--- config.mk ---
export PLATFORM = sky130hd
export DESIGN_NAME = instr_mem_loader
export DESIGN_NICKNAME = d
export VERILOG_FILES = /design/src/rtl/mips_loader_pkg.sv /design/src/rtl/byte_packer.sv /design/src/rtl/instr_mem_loader.sv
export SDC_FILE = /design/constraint.sdc
export NUM_CORES = 1
export LEC_CHECK = 0
export CORE_MARGIN = 2
export CORE_UTILIZATION = 48
export DETAILED_ROUTE_END_ITERATION = 12
export PLACE_DENSITY = 0.76
export SETUP_SLACK_MARGIN = 0.1
export SYNTH_ARGS = -nofsm -noshare
export SYNTH_HDL_FRONTEND = slang
export SYNTH_SLANG_ARGS = --single-unit
--- constraint.sdc ---
create_clock -name clk -period 2.1 [get_ports clk]
set_input_delay 0.63 -clock clk [delete_from_list [all_inputs] [get_ports clk]]
set_output_delay 0.63 -clock clk [all_outputs]
set_load 0.02 [all_outputs]
--- src/rtl/mips_loader_pkg.sv ---
// mips_loader_pkg
//  Shared definitions for the instruction-memory loader: the loader state
//  encoding and the fixed word geometry (32-bit instructions, 4 bytes each).
//  Optional feature macro used by the loader: LOADER_CHECKSUM_EN.
package mips_loader_pkg;

    localparam int WORD_WIDTH     = 32;
    localparam int BYTES_PER_WORD = 4;

    typedef enum logic [2:0] {
        IDLE   = 3'd0,
        HDR_HI = 3'd1,
        HDR_LO = 3'd2,
        DATA   = 3'd3,
        CHECK  = 3'd4,
        DONE   = 3'd5,
        ERR    = 3'd6
    } loader_state_e;

endpackage

--- src/rtl/byte_packer.sv ---
// byte_packer
//  Collects a big-endian byte stream into 32-bit words. The first byte of a
//  word lands in [31:24]. When the fourth byte arrives the complete word is
//  registered and word_valid pulses for exactly one cycle.
// Ports
//  clk        in   rising-edge clock
//  rst        in   asynchronous active-low reset
//  clear      in   drop any partial word and restart at byte 0
//  byte_valid in   byte_in is consumed this cycle
//  byte_in    in   stream byte
//  last_byte  out  the next consumed byte completes a word
//  word       out  most recently completed word (held until the next one)
//  word_valid out  one-cycle pulse, the cycle after the completing byte
module byte_packer
    import mips_loader_pkg::*;
(
    input  logic                  clk,
    input  logic                  rst,
    input  logic                  clear,
    input  logic                  byte_valid,
    input  logic [7:0]            byte_in,
    output logic                  last_byte,
    output logic [WORD_WIDTH-1:0] word,
    output logic                  word_valid
);

    localparam int CNT_W = $clog2(BYTES_PER_WORD);

    logic [CNT_W-1:0]      cnt_q, cnt_d;
    logic [WORD_WIDTH-9:0] shift_q, shift_d;
    logic [WORD_WIDTH-1:0] word_q, word_d;
    logic                  valid_q, valid_d;

    assign last_byte  = (cnt_q == CNT_W'(BYTES_PER_WORD - 1));
    assign word       = word_q;
    assign word_valid = valid_q;

    // The shift register only needs the first three bytes; the fourth is
    // concatenated straight into the output word. Stale bytes left in the
    // shift register are pushed out by the next three bytes.
    always_comb begin
        cnt_d   = cnt_q;
        shift_d = shift_q;
        word_d  = word_q;
        valid_d = 1'b0;
        if (clear) begin
            cnt_d   = '0;
            shift_d = '0;
        end else if (byte_valid) begin
            if (last_byte) begin
                word_d  = {shift_q, byte_in};
                valid_d = 1'b1;
                cnt_d   = '0;
            end else begin
                shift_d = {shift_q[WORD_WIDTH-17:0], byte_in};
                cnt_d   = cnt_q + CNT_W'(1);
            end
        end
    end

    always_ff @(posedge clk or negedge rst) begin
        if (!rst) begin
            cnt_q   <= '0;
            shift_q <= '0;
            word_q  <= '0;
            valid_q <= 1'b0;
        end else begin
            cnt_q   <= cnt_d;
            shift_q <= shift_d;
            word_q  <= word_d;
            valid_q <= valid_d;
        end
    end

endmodule

--- src/rtl/instr_mem_loader.sv ---
// instr_mem_loader
//  Writer side of the instruction memory. Accepts a program image as a byte
//  stream: a 16-bit big-endian word count N, then 4*N payload bytes. Words are
//  written to consecutive addresses from 0 and the processor is held in reset
//  until the whole image is in place.
//  Optional: LOADER_CHECKSUM_EN adds a trailing byte that must equal the XOR
//  of all payload bytes; a mismatch ends the load in the error state.
// Ports
//  clk          in   rising-edge clock
//  rst          in   asynchronous active-low reset
//  start        in   one-cycle pulse, begins a load (ignored while busy)
//  in_data      in   stream byte
//  in_valid     in   in_data valid
//  in_ready     out  loader can consume a byte this cycle
//  imem_we      out  one-cycle write strobe per word
//  imem_addr    out  word address of the write
//  imem_wdata   out  word to write
//  cpu_rst      out  processor reset, high unless the load completed
//  busy         out  load in progress
//  done         out  image loaded, sticky until next start
//  error        out  load aborted, sticky until next start
//  words_loaded out  words written in the current/last load
module instr_mem_loader
    import mips_loader_pkg::*;
#(
    parameter int ADDR_WIDTH = 8
) (
    input  logic                  clk,
    input  logic                  rst,
    input  logic                  start,
    input  logic [7:0]            in_data,
    input  logic                  in_valid,
    output logic                  in_ready,
    output logic                  imem_we,
    output logic [ADDR_WIDTH-1:0] imem_addr,
    output logic [WORD_WIDTH-1:0] imem_wdata,
    output logic                  cpu_rst,
    output logic                  busy,
    output logic                  done,
    output logic                  error,
    output logic [ADDR_WIDTH:0]   words_loaded
);

    localparam logic [16:0] MAX_WORDS = 17'(2 ** ADDR_WIDTH);

`ifdef LOADER_CHECKSUM_EN
    localparam loader_state_e AFTER_PAYLOAD = CHECK;
`else
    localparam loader_state_e AFTER_PAYLOAD = DONE;
`endif

    loader_state_e         state_q, state_d;
    logic [7:0]            hdr_hi_q, hdr_hi_d;
    logic [ADDR_WIDTH:0]   count_q, count_d;
    logic [ADDR_WIDTH:0]   words_q, words_d;
    logic [ADDR_WIDTH-1:0] addr_q, addr_d;
`ifdef LOADER_CHECKSUM_EN
    logic [7:0]            chk_q, chk_d;
`endif

    logic                  accept;
    logic                  start_ok;
    logic                  payload_byte;
    logic                  last_byte;
    logic [15:0]           hdr_n;
    logic [ADDR_WIDTH:0]   words_inc;

    assign in_ready = (state_q == HDR_HI) || (state_q == HDR_LO) ||
                      (state_q == DATA)   || (state_q == CHECK);
    assign busy     = in_ready;
    assign done     = (state_q == DONE);
    assign error    = (state_q == ERR);
    assign cpu_rst  = (state_q != DONE);

    assign accept       = in_valid && in_ready;
    assign start_ok     = start && ((state_q == IDLE) || (state_q == DONE) || (state_q == ERR));
    assign payload_byte = accept && (state_q == DATA);
    assign hdr_n        = {hdr_hi_q, in_data};
    assign words_inc    = words_q + (ADDR_WIDTH + 1)'(1);

    assign imem_addr    = addr_q;
    assign words_loaded = words_q;

    byte_packer u_packer (
        .clk        (clk),
        .rst        (rst),
        .clear      (start_ok),
        .byte_valid (payload_byte),
        .byte_in    (in_data),
        .last_byte  (last_byte),
        .word       (imem_wdata),
        .word_valid (imem_we)
    );

    // Next-state logic. The write address and word count advance on the same
    // edge that registers a completed word, so during the write cycle the
    // address is the word index and words_loaded already includes the word.
    always_comb begin
        state_d  = state_q;
        hdr_hi_d = hdr_hi_q;
        count_d  = count_q;
        words_d  = words_q;
        addr_d   = addr_q;
`ifdef LOADER_CHECKSUM_EN
        chk_d    = chk_q;
`endif
        case (state_q)
            IDLE, DONE, ERR: begin
                if (start_ok) begin
                    state_d = HDR_HI;
                    words_d = '0;
`ifdef LOADER_CHECKSUM_EN
                    chk_d   = '0;
`endif
                end
            end
            HDR_HI: begin
                if (accept) begin
                    hdr_hi_d = in_data;
                    state_d  = HDR_LO;
                end
            end
            HDR_LO: begin
                if (accept) begin
                    if (hdr_n == 16'd0) begin
                        state_d = AFTER_PAYLOAD;
                    end else if ({1'b0, hdr_n} > MAX_WORDS) begin
                        state_d = ERR;
                    end else begin
                        count_d = hdr_n[ADDR_WIDTH:0];
                        state_d = DATA;
                    end
                end
            end
            DATA: begin
                if (accept) begin
`ifdef LOADER_CHECKSUM_EN
                    chk_d = chk_q ^ in_data;
`endif
                    if (last_byte) begin
                        addr_d  = words_q[ADDR_WIDTH-1:0];
                        words_d = words_inc;
                        if (words_inc == count_q) begin
                            state_d = AFTER_PAYLOAD;
                        end
                    end
                end
            end
`ifdef LOADER_CHECKSUM_EN
            CHECK: begin
                if (accept) begin
                    state_d = (in_data == chk_q) ? DONE : ERR;
                end
            end
`endif
            default: state_d = IDLE;
        endcase
    end

    always_ff @(posedge clk or negedge rst) begin
        if (!rst) begin
            state_q  <= IDLE;
            hdr_hi_q <= '0;
            count_q  <= '0;
            words_q  <= '0;
            addr_q   <= '0;
`ifdef LOADER_CHECKSUM_EN
            chk_q    <= '0;
`endif
        end else begin
            state_q  <= state_d;
            hdr_hi_q <= hdr_hi_d;
            count_q  <= count_d;
            words_q  <= words_d;
            addr_q   <= addr_d;
`ifdef LOADER_CHECKSUM_EN
            chk_q    <= chk_d;
`endif
        end
    end

endmodule

==> run_results.csv, run 1 <==
group,metric,value,unit
status,status,"complete, no violations",
finish,instances_no_fill,671,
finish,diodes,0,
logic_synthesis,logic_family,"simple AND/OR/NAND/NOR gates",
finish,lay_top_cells,"175 x nand2_1, 89 x dfrtp_1, 49 x buf_4",
timing,fin_crit,2000,ps
min_path,worstHoldPathType,"in -> async",
placed_design,pre_cts_ws,-554,ps
critical_path,slowest_delay,420,ps
logic_synthesis,area_leaders,"dfrtp_1 57%, nand2_1 16%, mux2_2 4.3%, a21oi_1 3.5%, xnor2_1 1.9%",
timing,finalClockPeriodUsage,0.952,
logic_synthesis,synthArstFlopShare,1.00,
power_and_ir_drop,p_seq_frac,0.435,
timing,post-route-worst-setup-slack,101,ps
timing,holdWs,182,ps
die,die_width,97.3,um
clock_network,cts_root_buffer,"clkbuf_8",
grt,antenna_found_initial,0,
grt,grt_pass1_wl,16500,um
power_and_ir_drop,p_clk_frac,0.225,
power_and_ir_drop,netSwitchingFraction,0.350,
critical_path,crit_arrival,2280,ps
timing,timing.setup.tns,0,ps
power_and_ir_drop,pg_clk,1.27,mW
drt,drt_pass1_iterations,4,
grt,grt.met1_usage,0.291,
die,fp.dieH,97.3,um
die,die_area,9470,um^2
clock_network,clk_path_buf_depth,2,
clock_network,cts_buffers,9,
critical_path,end_kind,"flop",
clock_network,clock-sinks,96,
clock_network,tritoncts,"done",
finish,drive_above_1_share,0.218,
critical_path,path_buffers,1,
logic_synthesis,ys_sh_simple,0.224,
logic_synthesis,syn_avg_cell_area,9.35,um^2
finish,layout_top_cell,"nand2_1",
timing,finalClockSkew,12.4,ps
grt,use_met3,0.0338,
power_and_ir_drop,p_per_area,986,nW/um^2
logic_synthesis,ys_types,41,
critical_path,startpoint,"words_loaded[1]",
logic_synthesis,fa_ha_area_frac,0.00599,
timing,fmax,500,MHz
drt,drtIter0Drc,201,
timing,drv_slew,0,
flow_run,warning_count,29,
timing,worst_pin_slew,425,ps
## run 1: repair_timing
| item | CTS | global route |
|---|---|---|
| hold endpoints to repair | 0 | 0 |
| endpoints found under the setup margin | 43 | 79 |
| resized | 59 | 41 |
| setup buffers | 8 | 5 |
| pin swaps | 10 | 12 |
| cloned | 1 | 1 |
| hold buffers | 0 | 0 |
## run 1: layer usage
metal | up-vias | routed length [um]
met3 | 17 | 430
met4 | 0 | 171
met5 | - | 0
met2 | 101 | 4840
met1 | 1745 | 4460
li1 | 1698 | -
## run 1: worst reg2reg max path: stages (launching register included)
cell	delay (ps)
dfrtp_1	420
buf_6	130
ha_4	160
xnor2_2	130
xnor2_1	120
nor3_1	200
nand4_1	180
o41a_1	360
o31ai_1	210
## run 1: metrics by stage
| step | cell area (um^2) | power, mW |
|---|---|---|
| CTS | 5590 | 5.58 |
| finish | 5740 | 5.66 |
| detailed placement | 5280 | 4.31 |
| global route | 5740 | 5.97 |
| floorplan | 4220 | 3.57 |
| global placement | 5280 | 4.23 |
## run 1: worst paths after layout
| check | slack [ps] | depth (start not counted) | end |
|---|---|---|---|
| min | 180 | 1 | u_packer.word[26] |
| min in group clk | 470 | 2 | u_packer.word[30] |
| max reg2reg | 100 | 8 | state_q[2] |
| min reg2reg | 470 | 2 | u_packer.word[30] |
| max in group asynchronous | 1310 | 2 | u_packer.word[5] |
| max | 100 | 8 | state_q[2] |
## run 1: final cells by class
| class | count | share of cell area |
|---|---|---|
| flip-flops and latches | 96 | 0.420 |
| multi-input cells | 321 | 0.312 |
| repair buffers | 123 | 0.203 |
| well taps | 108 | 0.0235 |
| clock buffers | 9 | 0.0216 |
| clock inverters | 7 | 0.0150 |
| inverters | 7 | 0.00458 |
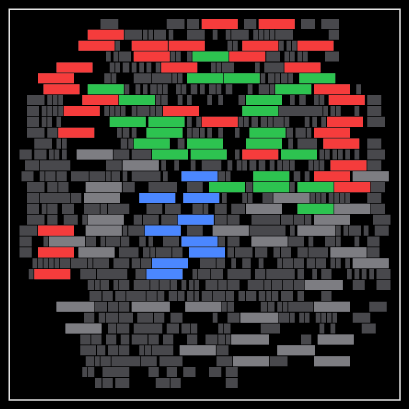
Fig. 1. Sequential cells colored by netlist name (run 1).
Drawn at 4 px/um. Other sequential cells in the stronger gray, the rest of the logic in the fainter gray.
| color | netlist name | placed flops |
|---|---|---|
| green | `u_packer.shift_q` | 24 |
| blue | `count_q` | 9 |
| red | `u_packer.word` | 32 |
not colored: 31
sequential power: 2.46 mW
fin util: 0.668
Seq. cell area: 2410 um^2

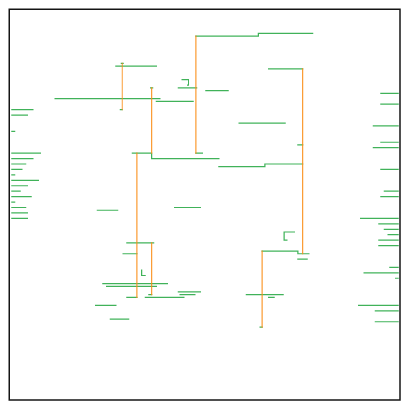
Fig. 2. Signal wires by layer (run 1).
Drawn at 4 px/um. Two of the layers only.
| color | layer | wire length |
|---|---|---|
| green | M3 | 430 um |
| orange | M4 | 171 um |
Avg WL per Cell: 14.8 um
Post-Route WL: 9910 um
via count: 3,561
Global Route Usage Sum: 0.216

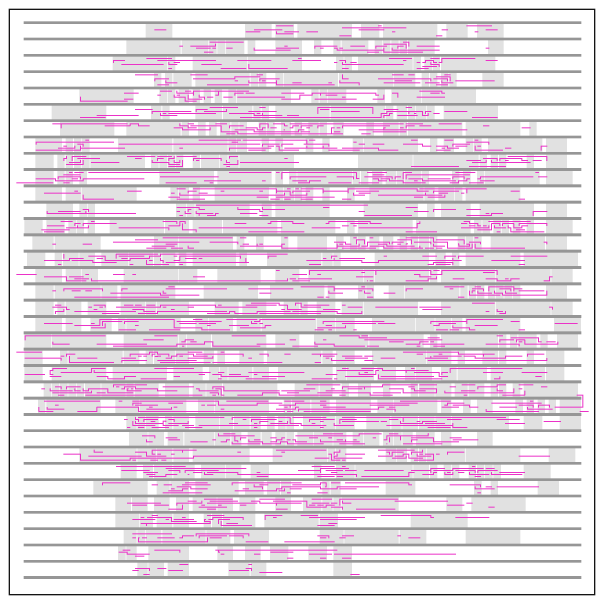
Fig. 3. M1 wires (run 1).
Drawn at 6 px/um. Supply wires on this layer in gray.
longest straight run: 32.7 um
nets with wire on the layer: 504

--- run 2 (diff from run 1) ---
--- a/config.mk
+++ b/config.mk
@@ -8,5 +8,5 @@
 export CORE_MARGIN = 2
-export CORE_UTILIZATION = 48
+export CORE_UTILIZATION = 53
 export DETAILED_ROUTE_END_ITERATION = 12
-export PLACE_DENSITY = 0.76
+export PLACE_DENSITY = 0.79
 export SETUP_SLACK_MARGIN = 0.1
==> constraint.sdc (replaced) <==
create_clock -name clk -period 2.2 [get_ports clk]
set_input_delay 0.33 -clock clk [delete_from_list [all_inputs] [get_ports clk]]
set_output_delay 0.33 -clock clk [all_outputs]
set_load 0.02 [all_outputs]
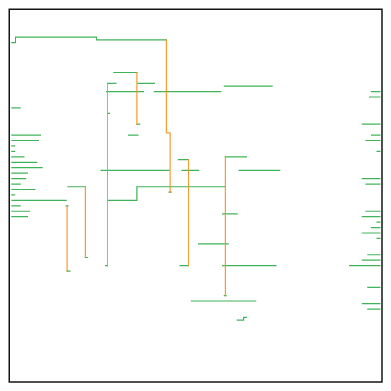
Fig. 4. Signal wires by layer (run 2).
Drawn at 4 px/um. Two of the layers only.
| color | layer | wire length |
|---|---|---|
| green | M3 | 355 um |
| orange | M4 | 193 um |
Global Route Usage Sum: 0.237
Post-Route WL: 9460 um
Avg WL per Cell: 14.8 um

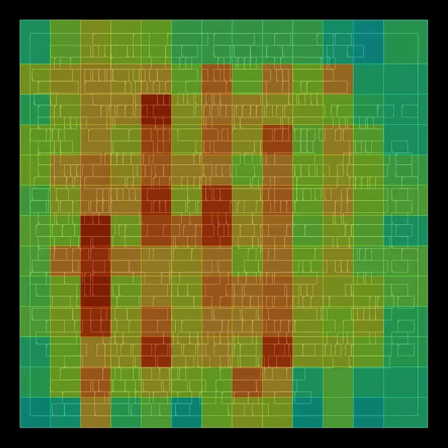
Fig. 5. Routing congestion map (run 2).
fin util: 0.709
met2 Usage GRT: 0.377
GR Layer Usage met1: 0.334
met3 Resource Use GR: 0.0309
gr busiest metal: met2

==> run_results.csv, run 2 <==
group,metric,value,unit
critical_path,startpoint,"words_loaded[1]",
clock_network,tritoncts,"done",
critical_path,crit_arrival,2270,ps
timing,fin_crit,2010,ps
die,fp.dieH,92.8,um
logic_synthesis,area_leaders,"dfrtp_1 57%, nand2_1 16%, mux2_2 4.3%, a21oi_1 3.5%, xnor2_1 1.9%",
power_and_ir_drop,total_power,5.38,mW
critical_path,path_buffers,0,
clock_network,cts_buffers,9,
drt,drt_pass1_iterations,4,
critical_path,slowest_delay,470,ps
finish,fin_area,5450,um^2
logic_synthesis,ys_types,41,
status,status,"complete, no violations",
critical_path,cp_num_cells,7,
placed_design,pre_cts_ws,-121,ps
grt,antenna_found_initial,0,
critical_path,reg2reg_slack,190,ps
clock_network,clock-sinks,96,
logic_synthesis,synthArstFlopShare,1.00,
finish,lay_top_cells,"175 x nand2_1, 93 x dfrtp_1, 60 x clkdlybuf4s50_1",
finish,instances_no_fill,640,
finish,diodes,0,
critical_path,crit_path_end,"state_q[2]",
die,die_area,8610,um^2
logic_synthesis,syn_avg_cell_area,9.35,um^2
drt,vias,3427,
timing,drv_slew,0,
finish,drive_above_1_share,0.152,
drt,drtIter0Drc,229,
timing,post-route-worst-setup-slack,187,ps
placed_design,placed_area,5130,um^2
run 2: cells by family (layout without fill, tap and decap cells):
kind of cell / Yosys count / count (layout) / synth area share
AND/OR/NAND/NOR: 226 / 226 / 0.224
flip-flops: 96 / 96 / 0.575
AND-OR/OR-AND: 62 / 62 / 0.0901
buffers and inverters: 30 / 121 / 0.0302
multiplexers: 17 / 17 / 0.0455
XOR/XNOR: 14 / 14 / 0.0293
adder cells (fa/ha/maj): 2 / 2 / 0.00599
run 2: area by class of cell:
type	count	area, um^2	share of cell area
flip-flops and latches	96	2410	0.441
multi-input cells	321	1700	0.312
repair buffers	99	935	0.171
clock inverters	6	133	0.0243
well taps	102	128	0.0234
clock buffers	9	124	0.0227
inverters	7	26.3	0.00482
run 2: layer usage:
layer  vias up  part of all wire  track usage
met5         -                 0            0
met4         0             0.020       0.0956
met3        17             0.038       0.0309
met2        85              0.49        0.377
met1      1678              0.45        0.334
li1       1647                 -            -
run 2: power by group:
part           internal (mW)  switching [mW]
combinational          0.715           0.857
sequential              2.10           0.259
clock                  0.861           0.587
total                   3.67            1.70
run 2: repair_timing:
action | in CTS | in global routing
gates resized | 5 | 13
setup endpoints to repair | 5 | 21
cloned | 0 | 0
hold endpoints to repair | 25 | 0
buffers inserted | 0 | 0
hold buffers | 1 | 0
pin swaps | 0 | 2
run 2: how the worst min path moves through the flow:
stage | from | to | slack (ps)
2_1_floorplan | rst | count_q[0] | 30
3_3_place_gp | rst | state_q[0] | 270
3_5_place_dp | rst | state_q[0] | 270
4_1_cts | rst | state_q[0] | 430
5_1_grt | rst | state_q[0] | 450
6_report | rst | count_q[4] | 430
run 2: through the flow:
step                      hold slack, ps  TNS (ps)
after CTS                            431         0
final                                429         0
after floorplan                     34.4         0
after global routing                 454         0
after global placement               270      -480
after detailed placement             268      -796
Fig. 6: run 2, M1 wires
Drawn at 6 px/um. Supply wires on this layer in gray.
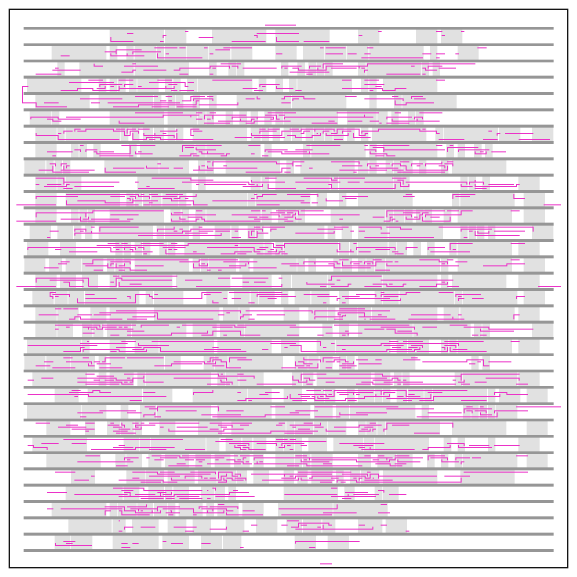

--- run 3 (diff from run 2) ---
- CORE_UTILIZATION: 53 -> 31
- PLACE_DENSITY: 0.79 -> unset
- SKIP_CTS_REPAIR_TIMING: unset -> 1
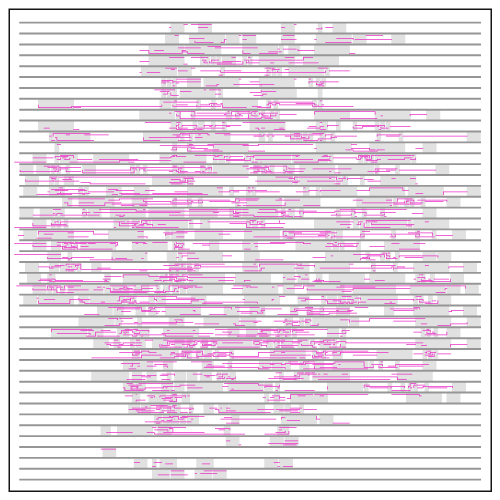
Fig. 7. M1 wires (run 3).
Drawn at 4 px/um. Supply wires on this layer in gray.
longest straight run: 47.4 um
wire length on this layer: 4,870 um
GR Layer Usage met1: 0.205
via count: 3,354
Post-Route WL: 10,200 um

==> run_results.csv, run 3 <==
group,metric,value,unit
grt,grt_pass1_wl,16900,um
logic_synthesis,syn_avg_cell_area,9.35,um^2
flow_run,warning_count,26,
logic_synthesis,synthArstFlopShare,1.00,
clock_network,clock-sinks,96,
finish,comb_cells,321,
drt,drt_pass1_iterations,4,
finish,layout.nonclk_buf_frac,0.170,
finish,layout_top_cell,"nand2_1",
finish,clk_share,0.0541,
timing,drv_slew,0,
grt,grtUsageTotal,0.149,
grt,antenna_found_initial,0,
critical_path,reg2reg_slack,200,ps
clock_network,cts_root_buffer,"clkbuf_16",
clock_network,clk_path_buf_depth,2,
power_and_ir_drop,p_per_area,990,nW/um^2
critical_path,end_kind,"output port",
critical_path,crit_arrival,1710,ps
finish,drive_above_1_share,0.152,
die,die_width,120,um
finish,logic_area,1690,um^2
critical_path,path_buffers,2,
status,status,"complete, no violations",
logic_synthesis,area_leaders,"dfrtp_1 57%, nand2_1 16%, mux2_2 4.3%, a21oi_1 3.5%, xnor2_1 1.9%",
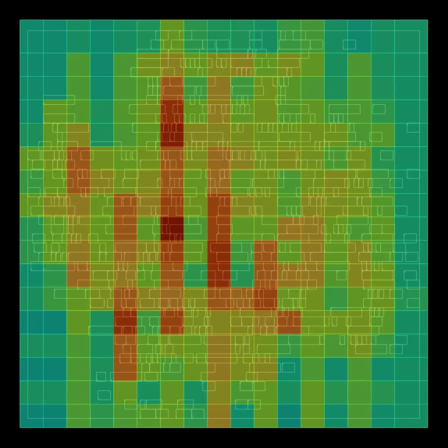
Fig. 8. Routing congestion map (run 3).
fin util: 0.424
met2 Usage GRT: 0.230
met3 Resource Use GR: 0.0380

[run 3: cell counts after synthesis]
No cell type changed its count.
[run 3: cell families (layout without fill, tap and decap cells)]
logic type | count (synthesis) | after routing | share of synthesized area
xor+xnor | 14 | 14 | 0.0293
simple gates | 226 | 226 | 0.224
compound gates | 62 | 62 | 0.0901
fa+ha+maj | 2 | 2 | 0.00599
flops | 96 | 96 | 0.575
mux | 17 | 17 | 0.0455
buf+inv | 30 | 121 | 0.0302
[run 3: through the flow]
stage	setup TNS [ps]	power (mW)	setup WS, ps	hold slack [ps]
finish	0	5.54	160	461
global route	0	5.84	76.4	496
CTS	-57.9	5.57	-53.1	-79.0
detailed placement	-1980	3.95	-227	301
global placement	-937	3.89	-117	293
floorplan	0	3.34	163	34.4
[run 3: power breakdown]
part           leakage, nW  internal (mW)  switching (mW)
logic                 1.19          0.725           0.855
clock network        0.147          0.893           0.706
registers             1.30           2.10           0.257
[run 3: worst reg2reg max path, stage by stage (launching register included)]
cell	delay [ps]
dfrtp_2	450
and2b_1	330
nor2_1	100
a21boi_2	180
o22ai_2	120
nor4_4	140
buf_4	210
mux2_2	350
[run 3: worst max path at each step]
stage               startpoint           to  depth (start not counted)
2_1_floorplan       state_q[2]  hdr_hi_q[0]                          7
3_3_place_gp        in_data[7]   count_q[0]                          8
3_5_place_dp        in_data[7]   count_q[0]                          8
4_1_cts             state_q[1]         done                          4
5_1_grt        words_loaded[0]   state_q[2]                          6
6_report            state_q[0]        error                          3
[run 3: metal layers]
layer  vias to the layer above  GRT usage  share of wire
met3                         7     0.0380          0.047
met4                         0     0.0515          0.014
li1                       1641          -              -
met2                        76      0.230           0.46
met5                         -          0              0
met1                      1630      0.205           0.48
Power and IR drop assume default switching activity.
